==> config.mk <==
export PLATFORM = sky130hd
export DESIGN_NAME = yin_diff_sweep
export DESIGN_NICKNAME = d
export VERILOG_FILES = /design/src/rtl/yin_diff_sweep.sv
export SDC_FILE = /design/constraint.sdc
export NUM_CORES = 1
export LEC_CHECK = 0
export CELL_PAD_IN_SITES_DETAIL_PLACEMENT = 1
export CELL_PAD_IN_SITES_GLOBAL_PLACEMENT = 2
export CORE_ASPECT_RATIO = 0.9
export CORE_MARGIN = 3
export CORE_UTILIZATION = 34
export CTS_BUF_LIST = sky130_fd_sc_hd__clkbuf_4
export DETAILED_ROUTE_END_ITERATION = 10
export PLACE_DENSITY = 0.86
export SLEW_MARGIN = 20
export SYNTH_ARGS = -nofsm -noshare
export SYNTH_HDL_FRONTEND = slang
export SYNTH_SLANG_ARGS = --single-unit
==> constraint.sdc <==
create_clock -name clk -period 10.15 [get_ports clk]
set_input_delay 3.045 -clock clk [delete_from_list [all_inputs] [get_ports clk]]
set_output_delay 3.045 -clock clk [all_outputs]
set_load 0.1 [all_outputs]
m2.png
Scale: 1 px per um. Cells faint in the background.
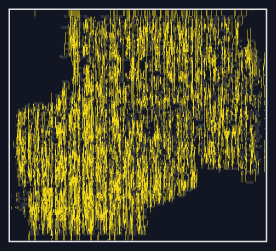
wire length on this layer = 33.1 mm
nets with wire on the layer = 2,868
main direction = vertical
longest straight run = 70.2 um
share of all routed wire = 52%
aggregate routed wire length: 63,800 um
via count of the routed design: 17,700
grt met2 use: 0.376

gates.png
Scale: 2 px per um.
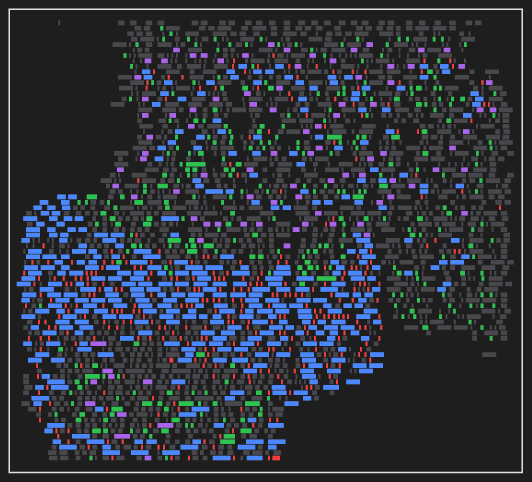
fa/ha/maj cells -> blue  # cells 378
mux cells -> purple  # cells 93
aoi and oai cells -> green  # cells 301, where spread over the die
inv cells -> red  # cells 327
highest-count logic cell in the final layout: sky130_fd_sc_hd__buf_4
count of placed standard cells in the final layout, fillers left out: 3,523

congestion_map.png
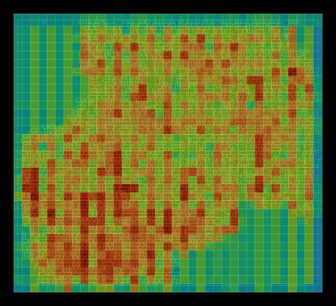
met1 Track Usage GR: 0.246
routed len/inst: 18.1 um
overall routing resource usage: 0.200
fin util: 0.464

==> qor.tcl <==
set qor(report.final.slew_viol_count) 0
set qor(fmax_ghz) 0.0963
set qor(htree_num_levels) 2
set qor(cts_root_buffer) {sky130_fd_sc_hd__clkbuf_4}
set qor(clock_tree.buffer_depth) 3
set qor(placedInstanceArea_mm2) 0.0235
set qor(endpoints_failing_hold) 0
set qor(fin_setup_tns_ns) -1.40
set qor(worstRegToRegCells) 12
set qor(yosysChipArea_mm2) 0.0191
set qor(route.detailed.vias_per_inst) 5.04
set qor(postSynthCellCount) 2294
set qor(whs_path_depth) 1
set qor(worst_path_max_delay_cell) {sky130_fd_sc_hd__fa_1}
set qor(worstHoldPathType) {flip-flop to flip-flop}
set qor(synthesis.area_per_instance_um2) 8.32
set qor(cp.buffers_inverters) 7
set qor(number_of_nets_produced_by_synthesis) 2707
set qor(die-height_um) 231
set qor(timing.final.setup_violations) 9
set qor(drtAntennaViolNets) 0
set qor(critPathArrivalTime_ns) 10.94
set qor(timing.critical_path.mode_cell) {sky130_fd_sc_hd__fa_1}
set qor(detail_route.drc_violations) 0
set qor(overflow) 0
set qor(cp_data_required_time_ns) 10.70
set qor(yosys.cell_types.count) 78
set qor(clock_sink_count) 203
set qor(cts.hold.buffers_added) 0
set qor(setup_repair_after_global_routing_missed_its_margin) {true}
set qor(finClkSkew_ns) 0.0500
set qor(finalWorstPathRequiredPeriod_ns) 10.39
set qor(crit_path_end_kind) {flip-flop}
set qor(synth_flop_type) {sky130_fd_sc_hd__dfxtp_1}
set qor(openroad.warnings) 47
set qor(timing.setup.critical_path_class) {input port to flip-flop}
set qor(synth.yosys.warnings) 0
set qor(placementRows) 81
set qor(layout-area-overhead-vs-synth_pct) 33.4
set qor(gpl.final_weighted_congestion) 0.872
set qor(drt_pass1_iterations) 4
set qor(detail_route.iter0.violations) 678
set qor(ys_seq_frac) 0.213
set qor(timing.critical_path.max_delay_family) {adder cells}
set qor(asyncSetResetFlopFracSynth) 0
set qor(place.detailed.instances) 3353
set qor(met2_wirelength_um) 33100
set qor(first_global_vias) 19400
set qor(finalWorstSetupSlack_ns) -0.239
set qor(slew_headroom) 0.313
set qor(crit_path_max_fanout) 6
set qor(outcome) {finished, violations left}
set qor(post-cts-setup-buffer-count) 22
set qor(worst_hold_slack_ns) 0.435
set qor(worst-path-stages) 33
set qor(maximum_number_of_pins_on_one_net_before_global_route_repair) 96
set qor(max_cap_violations) 0
set qor(floorplan.initialDensity) 0.348
set qor(top_level_ports) 148
set qor(critical_path.startpoint_type) {input port}
set qor(most_crowded_layer_gr) {met2}
set qor(drt-met1-wl_um) 27300
set qor(die_area_mm2) 0.0590
set qor(initial_antenna_violation_count) 1
set qor(rrSetupSlack_ns) 6.44
set qor(tritoncts) {yes}
set qor(post-place-ws_ns) -1.54
set qor(routed.top_layer) {met4}
set qor(ys.flops) 203
set qor(dpl.hpwl_um) 46500
set qor(placement.io_buffers) 146
set qor(die_x_um) 256
set qor(grt_pass1_wl_um) 98200
set qor(placeableCoreArea_mm2) 0.0549
set qor(cts_inserted_buffers) 56
set qor(timing_worst_slew_pin_value_ns) 1.03
set qor(synthesis.area_mm2) 0.0191
set qor(groute.layer.met3.usage) 0.0260
set qor(met3WireLength_um) 2140
set qor(final_nets) 3147
set qor(post_cts.resized_instances) 84
set qor(final_design_area_no_fill_mm2) 0.0255
set qor(cpPeakStageDelay_ns) 0.63
set qor(worstSkewPairLatency_ns) 0.73
set qor(path_clk_slew_ns) 0.06
set qor(yosys-stat-cells) 2294
set qor(post_route_cells_drive_above_1_share) 0.232
set qor(synth-edff-count) 0
set qor(layout_worst_path_cycle_share) 1.02
set qor(violations_in_the_final_reports) {setup timing}
## cells in the final DEF, fill, tap and decap left out, drive strengths merged, types with 5 or more instances in the layout
| cell type | instances |
|---|---|
| xnor2 | 56 |
| a211oi | 21 |
| nor3 | 23 |
| clkbuf | 89 |
| inv | 329 |
| nand3b | 17 |
| nand2 | 335 |
| buf | 340 |
| a31oi | 16 |
| nor2 | 181 |
| o31ai | 6 |
| nand2b | 17 |
| and2 | 5 |
| clkdlybuf4s50 | 115 |
| o21a | 15 |
| clkinv | 10 |
| nand4 | 24 |
| nor3b | 7 |
| dlymetal6s2s | 8 |
| xor2 | 28 |
| nor2b | 19 |
| o21ai | 54 |
| ha | 210 |
| or3 | 9 |
| o21bai | 15 |
| or4b | 5 |
| a221oi | 5 |
| a311oi | 6 |
| and3 | 13 |
| dfxtp | 203 |
| dlygate4sd2 | 17 |
| mux2i | 90 |
| a21o | 64 |
| fa | 168 |
| nand3 | 35 |
| a21oi | 155 |
## area by class of cell
type / count / area, um^2
inverter: 327 / 1240
antenna: 1 / 2.50
sequential: 203 / 4070
clock buffer: 87 / 653
tap: 747 / 935
timing repair buffer: 484 / 4120
clock inverter: 12 / 52.6
multi-input combinational: 1662 / 14400
fill: 6524 / 29500
## kinds of logic after synthesis
group           after synthesis  synth area share
mux                          93            0.0489
simple gates                710             0.166
fa+ha+maj                   378             0.314
buf+inv                     429            0.0860
other cells                   1          0.000196
compound gates              396             0.134
xor+xnor                     84            0.0389
flops                       203             0.213
## synthesized netlist by cell type (5+ instances only)
library cell,count,area (um^2)
sky130_fd_sc_hd__nand2b_1,17,106
sky130_fd_sc_hd__ha_1,210,2630
sky130_fd_sc_hd__nand3b_1,17,128
sky130_fd_sc_hd__o21a_1,15,113
sky130_fd_sc_hd__nor2_1,181,679
sky130_fd_sc_hd__a211oi_1,20,150
sky130_fd_sc_hd__a311oi_1,6,52.6
sky130_fd_sc_hd__a21oi_1,155,776
sky130_fd_sc_hd__nor3b_1,7,52.6
sky130_fd_sc_hd__o21ai_0,49,245
sky130_fd_sc_hd__o31ai_1,5,37.5
sky130_fd_sc_hd__buf_2,11,55.1
sky130_fd_sc_hd__nor2b_1,19,119
sky130_fd_sc_hd__xor2_1,28,245
sky130_fd_sc_hd__mux2i_1,90,901
sky130_fd_sc_hd__nand3_1,34,170
sky130_fd_sc_hd__nor3_1,23,115
sky130_fd_sc_hd__or4b_1,5,50.1
sky130_fd_sc_hd__a31oi_1,14,87.6
sky130_fd_sc_hd__a221oi_1,5,43.8
sky130_fd_sc_hd__dfxtp_1,203,4060
sky130_fd_sc_hd__or3_1,9,56.3
sky130_fd_sc_hd__clkbuf_1,78,293
sky130_fd_sc_hd__nand2_1,335,1260
sky130_fd_sc_hd__nand4_1,24,150
sky130_fd_sc_hd__xnor2_1,55,482
sky130_fd_sc_hd__o21bai_1,15,113
sky130_fd_sc_hd__a21o_1,63,473
sky130_fd_sc_hd__buf_1,9,33.8
sky130_fd_sc_hd__fa_1,168,3360
sky130_fd_sc_hd__and3_1,13,81.3
sky130_fd_sc_hd__inv_1,323,1210
